==> config.mk <==
export PLATFORM = sky130hd
export DESIGN_NAME = pipe_stage_reg
export DESIGN_NICKNAME = d
export VERILOG_FILES = /design/src/rtl/pipe_pkg.sv /design/src/rtl/pipe_stage_slot.sv /design/src/rtl/pipe_stage_reg.sv
export SDC_FILE = /design/constraint.sdc
export NUM_CORES = 1
export LEC_CHECK = 0
export CORE_UTILIZATION = 40
export CTS_BUF_LIST = sky130_fd_sc_hd__clkbuf_16
export DETAILED_ROUTE_END_ITERATION = 16
export PLACE_DENSITY_LB_ADDON = 0.1
export SYNTH_ARGS = -nofsm -noshare
export SYNTH_HDL_FRONTEND = slang
export SYNTH_SLANG_ARGS = --single-unit
==> constraint.sdc <==
create_clock -name Clk -period 3 [get_ports Clk]
set_input_delay 0.6 -clock Clk [delete_from_list [all_inputs] [get_ports Clk]]
set_output_delay 0.6 -clock Clk [all_outputs]
set_load 0.005 [all_outputs]
Figure 1. Clock wiring as the flow saved it (run 1).
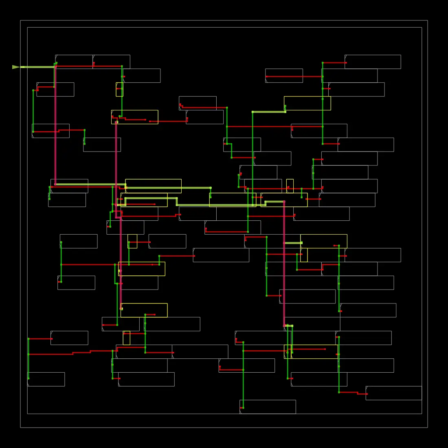
Final Skew: 0.003922 ns
CLK BUF: 9

Figure 2. Clock wires, drivers and flops (run 1).
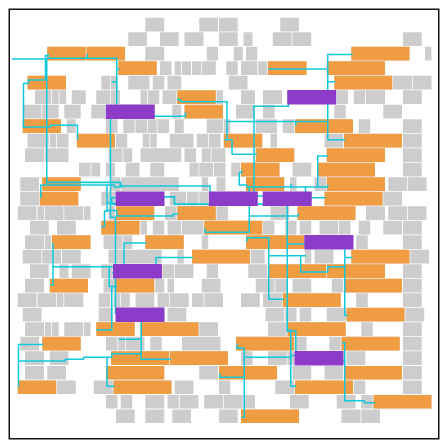
- clock wires: cyan (length 712 um)
- clock drivers: purple (count 9)
- flip-flops: orange (count 57)
- routed clock nets: 10
clk_lat worst skew: 0.32 ns
Clock Power: 0.000943 W
Clk pwr share: 46.9%

Figure 3. Cells by drive strength (run 1).
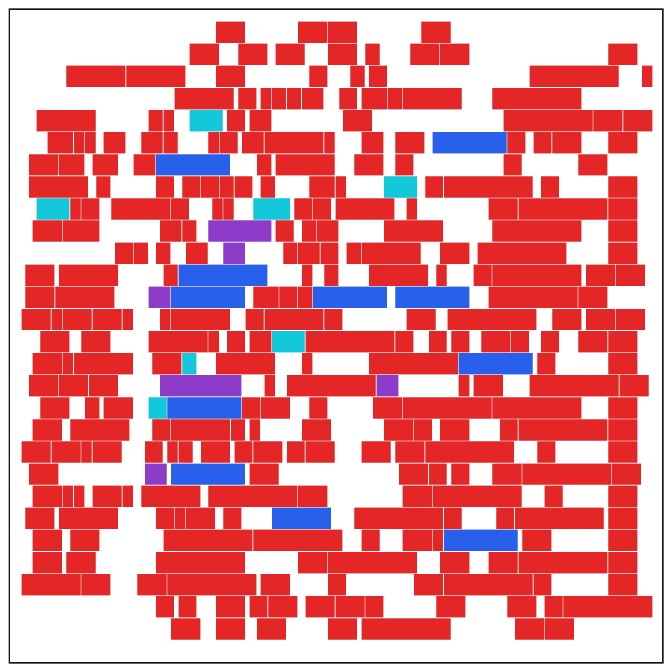
- _0 and _1 cells: red (cells 300; most used clkdlybuf4s50_1)
- _3 and _4 cells: purple (cells 6; most used buf_4)
- _2 cells: cyan (cells 7; most used mux2_2)
- _6 and larger: blue (cells 11; most used clkbuf_16)
Design Area, Final: 0.003855 sq mm
final worst setup slack: 0.2197 ns
nonclk buf count: 109

==> results_slide.txt, run 1 <==
Flow Results at a Glance

Critical path
  – Setup crit end kind: primary output
  – Bufs and invs on worst path: 2
  – Critical path launch point type: primary input
  – Crit-path max cell delay: 0.53 ns
  – Critical path's top delay family: buffers and inverters
  – Slowest library cell on the worst path: clkdlybuf4s50_1
  – Worst reg2reg path depth: 5

CTS
  – CTS buffer count: 9
  – Post-CTS Setup Repair Bufs: 0
  – CTS sink cnt: around 57
  – Clk pin slew, worst setup/hold paths: roughly 0.050 ns
  – CTS root buf: clkbuf_16
  – CTS Hold Bufs: 0
  – Max Root-Sink Buffers: 2

Layout
  – Share of cells above drive strength 1: 7.407%
  – Most numerous logic cells after layout: clkdlybuf4s50_1, and2_1, edfxtp_1
  – MI comb cells: 139
  – Seq area share: a little under two fifths
  – Area Growth Syn to Fin: 57.35%
  – Max reg flops: 32
  – Dominant logic cell type in the layout: clkdlybuf4s50_1
  – Combinational share of cell area: 23.82%
  – Seq cells: ~57

Global route
  – Antenna violations before repair: 0
  – Vias in the first global route: 1848

Routing
  – DR vias/cell: about 5.1
  – 1st-pass router iterations: 4
  – Via count: between 2000 and 2500
  – DR iter-0 viols: ~96

Yosys
  – Top cell type's share of synthesized area: 39.22%
  – Distinct lib cells used: 39
  – Count of library flops with an enable pin: 32
  – Seq share, synth: between 50 and 60%
  – Synth Warn #: 0
  – Post-synthesis instance area: 0.002450 sq mm
  – Async set-reset flop share out of synthesis: 0%

Power and ir drop
  – Max IR drop VDD: around 0.44 mV
  – Total power: roughly 0.0020 W

Floorplanning
  – Die area: 0.006442 sq mm
  – Die H: between 80 and 90 um
  – FP Util: 41.38%

Placement
  – HPWL after DPL: about 4000 um
  – Port bufs: 104
  – Setup WS pre-CTS: 0.2243 ns

Min path
  – Hold path depth: 2

Final timing
  – Hold slack: between 0.5 and 0.6 ns
  – Final hold vios: 0

Outcome
  – Status: completed
==> run 1: power by group <==
part           switching, W  internal, W
Sequential        0.0000105     0.000868
Combinational     0.0000587     0.000131
Clock              0.000319     0.000624
==> run 1: tightest hold or removal path: cells and delay by family, from the launching register on <==
kind	cells	cell delay, ns
flops	1	0.33
mux	1	0.07
simple gates	1	0.07
==> run 1: cells by family after synthesis <==
logic type      synth area share [%]
simple gates                   25.23
flops                          59.65
compound gates                 6.487
buf+inv                        2.860
mux                            5.107
fa+ha+maj                     0.5106
other cells                   0.1531
==> run 1: per-layer routing <==
layer  GRT usage [%]  share of wire (%)  vias to the layer above
met2           30.77                 48                       75
met5               0                  0                        -
met3           3.977                6.0                        9
met4           8.571                1.5                        0
met1           23.47                 45                      941
li1                -                  -                      994
==> inputs of run 2 (changes only) <==
Settings changed: CORE_ASPECT_RATIO set to 0.8, GPL_ROUTABILITY_DRIVEN set to 1.
Figure 4. Cell classes on the final placement (run 2).
Scale bar: 20 um.
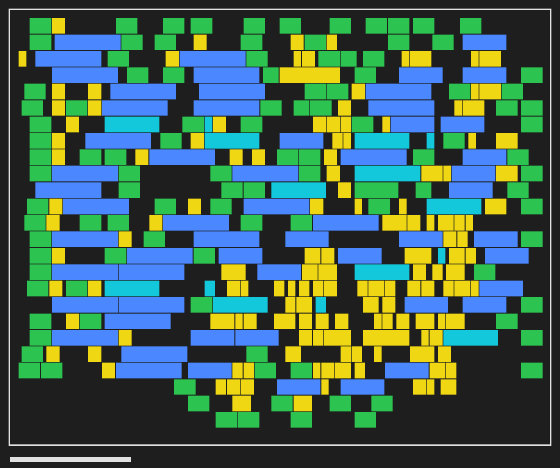
- remaining buffers and delay cells: green (cells 109; share of their area 29%)
- sequential cells: blue (cells 57; share of their area 39%)
- combinational and other logic: yellow (cells 142; share of their area 25%)
- clock drivers and dummy loads: cyan (cells 15; share of their area 7.4%)
Finished Core Util: 65.29%
Rows: 25
Design Area, Final: 0.003860 sq mm
Core Footprint: 0.005912 sq mm

==> results_slide.txt, run 2 <==
Flow Results at a Glance

Power and ir drop
  – Gate power share: 9.6%
  – Clk pwr share: 46.7%
  – Total power: about 0.0020 W
  – Sequential power share: 43.8%
  – Max IR drop VDD: 0.3225 mV
  – Internal power: 0.001623 W
  – Switching pwr: 0.0003866 W
  – Net Sw Frac: roughly a fifth
  – Comb. pwr: between 0.00015 and 0.0002 W

Critical path
  – Critical path's top delay family: buffers and inverters
  – Slowest library cell on the worst path: clkdlybuf4s50_1
  – Critical path launch point type: primary input
  – Crit path cell chain: clkdlybuf4s50_1, or2_2, nor3_1, clkdlybuf4s50_1
  – Worst reg2reg path depth: 5
  – Crit-path max cell delay: about 0.52 ns
  – Setup crit end kind: primary output
  – Bufs and invs on worst path: 2

CTS
  – CTS buffer count: 9
  – CTS Hold Bufs: 0
  – CTS root buf: clkbuf_16
  – Post-CTS Setup Repair Bufs: 0
  – Clk pin slew, worst setup/hold paths: 0.04 ns
  – CTS sink cnt: 57

Yosys
  – Count of library flops with an enable pin: 32
  – Post-synthesis instance area: about 0.0024 sq mm
  – Distinct lib cells used: 39
  – Top cell type's share of synthesized area: about two fifths
  – Seq share, synth: 59.65%

Final timing
  – Final Skew: 0.007023 ns
  – Final hold vios: 0
  – Hold slack: 0.4909 ns

Min path
  – Hold path depth: 2

Layout
  – Most numerous logic cells after layout: clkdlybuf4s50_1, and2_1, edfxtp_1
  – Dominant logic cell type in the layout: clkdlybuf4s50_1
  – Share of cells above drive strength 1: under 10%
  – Max reg flops: 32

Routing
  – DR vias/cell: approximately 4.9
  – DR iter-0 viols: 113

Floorplanning
  – Die area: 0.006444 sq mm
  – FP Util: 41.44%
  – Die H: 72 um

Global route
  – Vias in the first global route: 1776
  – Antenna violations before repair: 0

Outcome
  – Status: completed

Placement
  – Setup WS pre-CTS: ~0.35 ns
Figure 5. Cells by drive strength (run 2).
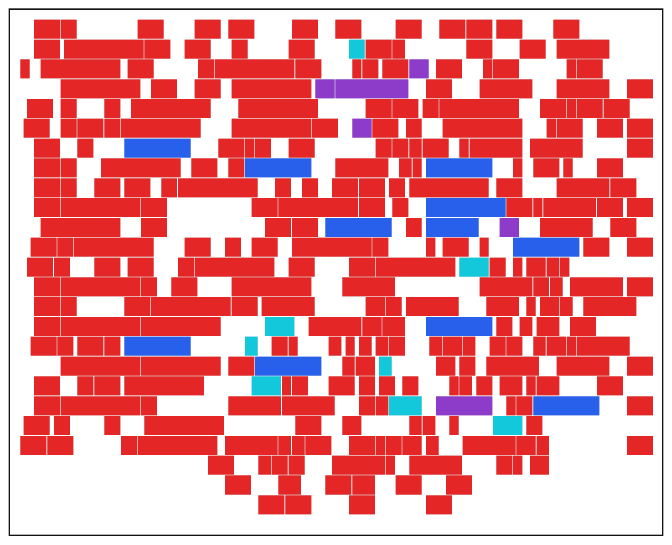
Area Growth Syn to Fin: 57.56%
final worst setup slack: 0.3538 ns

[run 2: cell families after synthesis]
family	count (synthesis)	share of synthesized area (%)
compound gates	24	6.487
fa+ha+maj	1	0.5106
buf+inv	14	2.860
flops	57	59.65
mux	12	5.107
other cells	1	0.1531
simple gates	101	25.23
[run 2: layout make-up]
class	count	area share [%]
Inverter	3	0.2917
Sequential cell	57	37.86
Timing Repair Buffer	109	28.27
Multi-Input combinational cell	139	23.79
Clock inverter	6	1.329
Tap cell	81	2.626
Clock buffer	9	5.835
[run 2: per-layer routing]
layer	wire length, um	up-vias	GRT usage (%)	share of wire [%]
li1	-	989	-	-
met1	2309	909	21.78	42
met2	2591	86	27.14	47
met3	527	7	10.47	9.6
met4	83	0	6.349	1.5
met5	0	-	0	0
Power figures rest on the tool's default switching activity, not on a simulated workload.
